==> src/rtl/lcplc_input_sequencer.sv <==
// Input sequencer for LCPLC: turns a flat sample stream into coder beats
// tagged with row/slice/block/image framing flags from internal counters.
//
// Ports:
//   clk, rst (async, active-low)
//   cfg_valid/cfg_ready, cfg_rows, cfg_cols, cfg_bands, cfg_error
//   in_valid/in_ready, in_data      : raw samples from source
//   x_valid/x_ready, x_data,
//   x_last_r/s/b/i                  : registered beats to LCPLC
//   busy, frame_done                : status
module lcplc_input_sequencer #(
   parameter int DATA_WIDTH     = 16,
   parameter int DIM_WIDTH      = 12,
   parameter int BAND_WIDTH     = 10,
   parameter int BLOCK_SIZE_LOG = 4
) (
   input  logic                  clk,
   input  logic                  rst,
   input  logic                  cfg_valid,
   output logic                  cfg_ready,
   input  logic [DIM_WIDTH-1:0]  cfg_rows,
   input  logic [DIM_WIDTH-1:0]  cfg_cols,
   input  logic [BAND_WIDTH-1:0] cfg_bands,
   output logic                  cfg_error,
   input  logic                  in_valid,
   output logic                  in_ready,
   input  logic [DATA_WIDTH-1:0] in_data,
   output logic                  x_valid,
   input  logic                  x_ready,
   output logic [DATA_WIDTH-1:0] x_data,
   output logic                  x_last_r,
   output logic                  x_last_s,
   output logic                  x_last_b,
   output logic                  x_last_i,
   output logic                  busy,
   output logic                  frame_done
);

   localparam int BL = BLOCK_SIZE_LOG;
   localparam int PAD = DIM_WIDTH - BL;

   localparam logic [DIM_WIDTH-1:0] BLK =
      DIM_WIDTH'(1 << BL);
   localparam logic [DIM_WIDTH-1:0] BLK_M1 =
      DIM_WIDTH'((1 << BL) - 1);

   typedef enum logic [1:0] {
      S_IDLE,
      S_RUN,
      S_DRAIN
   } state_e;

   state_e state_q, state_d;

   logic [DIM_WIDTH-1:0]  cols_q, cols_d;
   logic [BAND_WIDTH-1:0] bands_m1_q, bands_m1_d;

   // Remaining columns/rows from the current block origin to the
   // image edge; replaces bx*B / by*B arithmetic.
   logic [DIM_WIDTH-1:0]  cols_rem_q, cols_rem_d;
   logic [DIM_WIDTH-1:0]  rows_rem_q, rows_rem_d;

   logic [BL-1:0]         c_q, c_d;
   logic [BL-1:0]         r_q, r_d;
   logic [BAND_WIDTH-1:0] b_q, b_d;

   logic                  x_valid_q, x_valid_d;
   logic [DATA_WIDTH-1:0] x_data_q, x_data_d;
   logic                  x_last_r_q, x_last_r_d;
   logic                  x_last_s_q, x_last_s_d;
   logic                  x_last_b_q, x_last_b_d;
   logic                  x_last_i_q, x_last_i_d;
   logic                  cfg_error_q, cfg_error_d;
   logic                  frame_done_q, frame_done_d;

   logic                  col_last_blk;
   logic                  row_last_blk;
   logic [DIM_WIDTH-1:0]  w_m1;
   logic [DIM_WIDTH-1:0]  h_m1;
   logic [DIM_WIDTH-1:0]  c_ext;
   logic [DIM_WIDTH-1:0]  r_ext;
   logic                  last_r;
   logic                  last_s;
   logic                  last_b;
   logic                  last_i;
   logic                  in_hs;
   logic                  out_hs;
   logic                  cfg_hs;
   logic                  cfg_bad;

   assign cfg_ready = (state_q == S_IDLE);
   assign busy      = (state_q != S_IDLE);
   assign in_ready  = (state_q == S_RUN) &&
                      (!x_valid_q || x_ready);

   assign in_hs  = in_valid && in_ready;
   assign out_hs = x_valid_q && x_ready;
   assign cfg_hs = cfg_valid && cfg_ready;

   assign cfg_bad = (cfg_rows == '0) ||
                    (cfg_cols == '0) ||
                    (cfg_bands == '0);

   // Edge blocks are narrower/shorter when less than B remains.
   assign col_last_blk = (cols_rem_q <= BLK);
   assign row_last_blk = (rows_rem_q <= BLK);

   assign w_m1 = col_last_blk ?
                 cols_rem_q - 1'b1 : BLK_M1;
   assign h_m1 = row_last_blk ?
                 rows_rem_q - 1'b1 : BLK_M1;

   assign c_ext = {{PAD{1'b0}}, c_q};
   assign r_ext = {{PAD{1'b0}}, r_q};

   assign last_r = (c_ext == w_m1);
   assign last_s = last_r && (r_ext == h_m1);
   assign last_b = last_s && (b_q == bands_m1_q);
   assign last_i = last_b && col_last_blk &&
                   row_last_blk;

   always_comb begin
      state_d      = state_q;
      cols_d       = cols_q;
      bands_m1_d   = bands_m1_q;
      cols_rem_d   = cols_rem_q;
      rows_rem_d   = rows_rem_q;
      c_d          = c_q;
      r_d          = r_q;
      b_d          = b_q;
      x_valid_d    = x_valid_q;
      x_data_d     = x_data_q;
      x_last_r_d   = x_last_r_q;
      x_last_s_d   = x_last_s_q;
      x_last_b_d   = x_last_b_q;
      x_last_i_d   = x_last_i_q;
      cfg_error_d  = 1'b0;
      frame_done_d = 1'b0;

      unique case (state_q)
         S_IDLE: begin
            if (cfg_hs) begin
               if (cfg_bad) begin
                  cfg_error_d = 1'b1;
               end else begin
                  cols_d     = cfg_cols;
                  bands_m1_d = cfg_bands - 1'b1;
                  cols_rem_d = cfg_cols;
                  rows_rem_d = cfg_rows;
                  c_d        = '0;
                  r_d        = '0;
                  b_d        = '0;
                  state_d    = S_RUN;
               end
            end
         end
         S_RUN: begin
            if (in_hs && last_i) begin
               state_d = S_DRAIN;
            end
         end
         S_DRAIN: begin
            if (out_hs) begin
               frame_done_d = 1'b1;
               state_d      = S_IDLE;
            end
         end
         default: begin
            state_d = S_IDLE;
         end
      endcase

      // Nested counter carry: column -> row -> band -> block.
      if (in_hs) begin
         if (!last_r) begin
            c_d = c_q + 1'b1;
         end else begin
            c_d = '0;
            if (!last_s) begin
               r_d = r_q + 1'b1;
            end else begin
               r_d = '0;
               if (!last_b) begin
                  b_d = b_q + 1'b1;
               end else begin
                  b_d = '0;
                  if (!col_last_blk) begin
                     cols_rem_d = cols_rem_q - BLK;
                  end else begin
                     cols_rem_d = cols_q;
                     if (!row_last_blk) begin
                        rows_rem_d = rows_rem_q - BLK;
                     end
                  end
               end
            end
         end
      end

      if (in_hs) begin
         x_valid_d  = 1'b1;
         x_data_d   = in_data;
         x_last_r_d = last_r;
         x_last_s_d = last_s;
         x_last_b_d = last_b;
         x_last_i_d = last_i;
      end else if (x_ready) begin
         x_valid_d  = 1'b0;
      end
   end

   always_ff @(posedge clk or negedge rst) begin
      if (!rst) begin
         state_q      <= S_IDLE;
         cols_q       <= '0;
         bands_m1_q   <= '0;
         cols_rem_q   <= '0;
         rows_rem_q   <= '0;
         c_q          <= '0;
         r_q          <= '0;
         b_q          <= '0;
         x_valid_q    <= 1'b0;
         x_data_q     <= '0;
         x_last_r_q   <= 1'b0;
         x_last_s_q   <= 1'b0;
         x_last_b_q   <= 1'b0;
         x_last_i_q   <= 1'b0;
         cfg_error_q  <= 1'b0;
         frame_done_q <= 1'b0;
      end else begin
         state_q      <= state_d;
         cols_q       <= cols_d;
         bands_m1_q   <= bands_m1_d;
         cols_rem_q   <= cols_rem_d;
         rows_rem_q   <= rows_rem_d;
         c_q          <= c_d;
         r_q          <= r_d;
         b_q          <= b_d;
         x_valid_q    <= x_valid_d;
         x_data_q     <= x_data_d;
         x_last_r_q   <= x_last_r_d;
         x_last_s_q   <= x_last_s_d;
         x_last_b_q   <= x_last_b_d;
         x_last_i_q   <= x_last_i_d;
         cfg_error_q  <= cfg_error_d;
         frame_done_q <= frame_done_d;
      end
   end

   assign x_valid    = x_valid_q;
   assign x_data     = x_data_q;
   assign x_last_r   = x_last_r_q;
   assign x_last_s   = x_last_s_q;
   assign x_last_b   = x_last_b_q;
   assign x_last_i   = x_last_i_q;
   assign cfg_error  = cfg_error_q;
   assign frame_done = frame_done_q;

endmodule

==> config.mk <==
export PLATFORM = sky130hd
export DESIGN_NAME = lcplc_input_sequencer
export DESIGN_NICKNAME = d
export VERILOG_FILES = /design/src/rtl/lcplc_input_sequencer.sv
export SDC_FILE = /design/constraint.sdc
export NUM_CORES = 1
export LEC_CHECK = 0
export CAP_MARGIN = 5
export CELL_PAD_IN_SITES_DETAIL_PLACEMENT = 0
export CELL_PAD_IN_SITES_GLOBAL_PLACEMENT = 1
export CORE_ASPECT_RATIO = 1.4
export CORE_MARGIN = 1.5
export CORE_UTILIZATION = 41
export DETAILED_ROUTE_END_ITERATION = 12
export PLACE_DENSITY_LB_ADDON = 0.1
export RECOVER_POWER = 25
export SLEW_MARGIN = 20
export SYNTH_ARGS = -nofsm -noshare
export SYNTH_HDL_FRONTEND = slang
export SYNTH_SLANG_ARGS = --single-unit
==> constraint.sdc <==
create_clock -name clk -period 3.45 [get_ports clk]
set_input_delay 0.69 -clock clk [delete_from_list [all_inputs] [get_ports clk]]
set_output_delay 0.69 -clock clk [all_outputs]
set_load 0.02 [all_outputs]
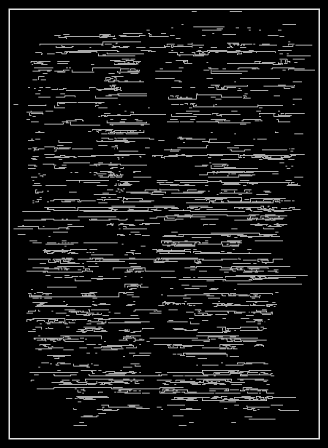
Fig. 1. Met1 routing.
The layer holds 41% of the routed length. The longest straight run is 31.3 um.

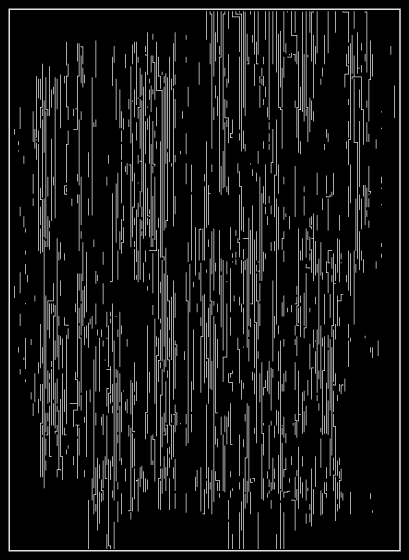
Fig. 2. M2 wires.
The longest straight run is 61.9 um. The wires run mostly vertical. The layer holds 53% of the routed length. 612 nets have wire on it.

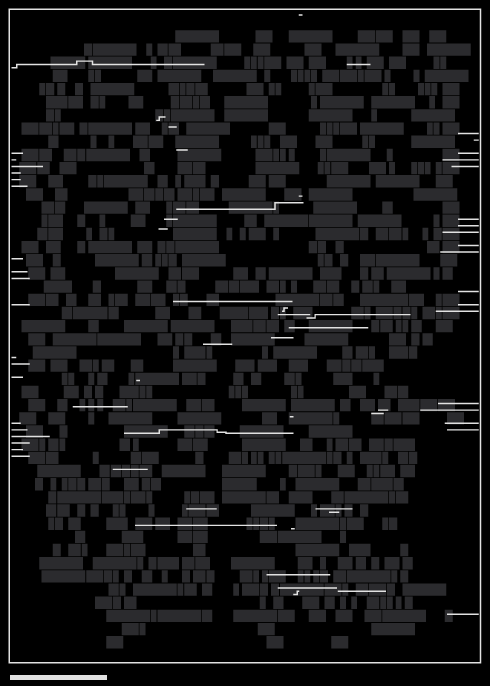
Fig. 3. M3 wires.
Bar = 20 um.
The layer holds 3.7% of the routed length. The layer carries 461 um of wire. The longest straight run is 29.0 um.

==> results.json <==
{
  "biggestCellCategory": "multi-input combinational cells",
  "setup_violations": 0,
  "crit_family": "simple AND/OR/NAND/NOR gates",
  "row_count": 47,
  "synth_flop_count": 89,
  "synth_chip_area_sq_mm": 0.00508,
  "tns_ns": 0,
  "dieArea_sq_mm": 0.0131,
  "power_density_mw_per_mm2": 567,
  "cts.sinks": 89,
  "finalMaxSlewViolations": 56,
  "fillers": 1119,
  "yosysMostFrequentCell": "nand2_1",
  "yosysUniqueCellTypes": 62,
  "drt_first_pass_iters": 4,
  "pwr-share-clk": 0.252,
  "edf_count": 0,
  "seq_share": 0.345,
  "finalCritPeriodShare": 0.927,
  "status": "complete, but fails checks",
  "min_from": "state_q[0]",
  "violations": "max-capacitance violations, max-slew violations",
  "cp.depth": 9,
  "worstMarginPinSlew_ns": 1.55,
  "synth_seq_share": 0.439,
  "hold_depth": 1,
  "tritoncts": "built",
  "reg2regPathDepth": 9,
  "cp_data_arrival_time_ns": 3.42,
  "rrSetupSlack_ns": 0.25,
  "clock.latency.late_pin_ns": 0.34,
  "grt_pass1_wl_um": 20900,
  "p_seq_frac": 0.426,
  "fmax_mhz": 313,
  "crit_fanout": 7,
  "fp_util": 0.425,
  "max-cap-violations": 1,
  "drt-total-wl_um": 12600,
  "grt_overflow_total": 0,
  "die-width_um": 97.0,
  "die_h_um": 135,
  "clk_pin_slew_ns": 0.06,
  "drive_above_1_share": 0.0930,
  "numPlacedInstances": 798,
  "syn_avg_cell_area_sq_um": 8.89,
  "crit_chain": "inv_1 > ha_1 > nor3b_1 > xnor2_1 > o41ai_1 > o211ai_1 > or3_4 > or4_4 > o221a_1",
  "period_minus_slack_ns": 3.20,
  "aoi_share": 0.155,
  "crit_buf_inv": 1,
  "maxSlewHeadroom": -0.0319,
  "final_common_cell": "nand2_1",
  "whs_ns": 0.475,
  "ys_cells": 571,
  "antenna_found_initial": 0,
  "grt_pass1_vias": 4299,
  "r2r-end": "cols_rem_q[1]",
  "finClkSkew_ns": 0.00902,
  "r2r_start": "cols_rem_q[1]",
  "final_cell_mix": "nand2_1, dfrtp_1, clkdlybuf4s50_1, o21ai_0, nor2_1",
  "viasPerCell": 5.40,
  "hp-class": "flip-flop to flip-flop",
  "cts-resized-gates": 0,
  "ff_type": "dfrtp_1",
  "drt_iter0_drc": 168,
  "postCtsHoldBufs": 0,
  "clock_path_buffers": 2,
  "port_buffers": 80,
  "swShare": 0.352,
  "num_io_pins": 81,
  "fin_area_sq_mm": 0.00646
}
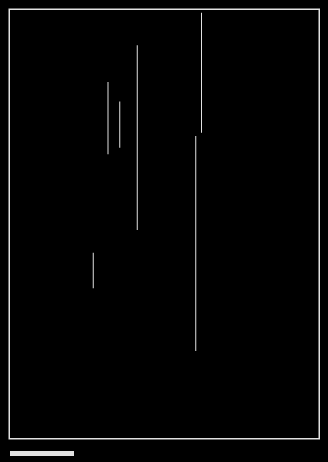
Fig. 4. M4 wires.
Bar = 20 um.
The wires run mostly vertical. The layer holds 1.7% of the routed length. 4 nets have wire on it. The longest straight run is 67.3 um.

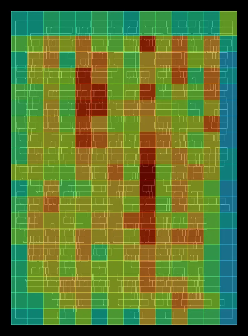
Fig. 5. Routing congestion.
met1 Use GR: 0.232
GRT met2 Usage: 0.369
Global Route Usage Sum: 0.199
gr busiest metal: met2
Global Route met3 Usage: 0.0326

==> layer usage <==
layer	vias to the layer above	GRT usage	wire [um]
met5	-	0	0
met4	0	0.0668	210
met3	16	0.0326	461
met2	90	0.369	6750
met1	2108	0.232	5210
li1	2179	-	-
==> power groups by stage <==
stage	registers, mW	clock network [mW]	logic [mW]
final	1.56	0.924	1.18
after global routing	1.60	0.992	1.33
after CTS	1.56	0.941	1.19
after detailed placement	1.58	0	1.18
after global placement	1.57	0	1.16
after floorplan	1.54	0	0.793
==> sequential cells by signal, summed over array words and instances (netlist names) <==
register	flops
x_data	16
cols_q	12
cols_rem_q	12
rows_rem_q	12
b_q	10
bands_m1_q	10
c_q	4
r_q	4
state_q	2
cfg_error	1
frame_done	1
x_last_b	1
x_last_i	1
x_last_r	1
x_last_s	1
x_valid	1
Power and IR drop assume default switching activity.
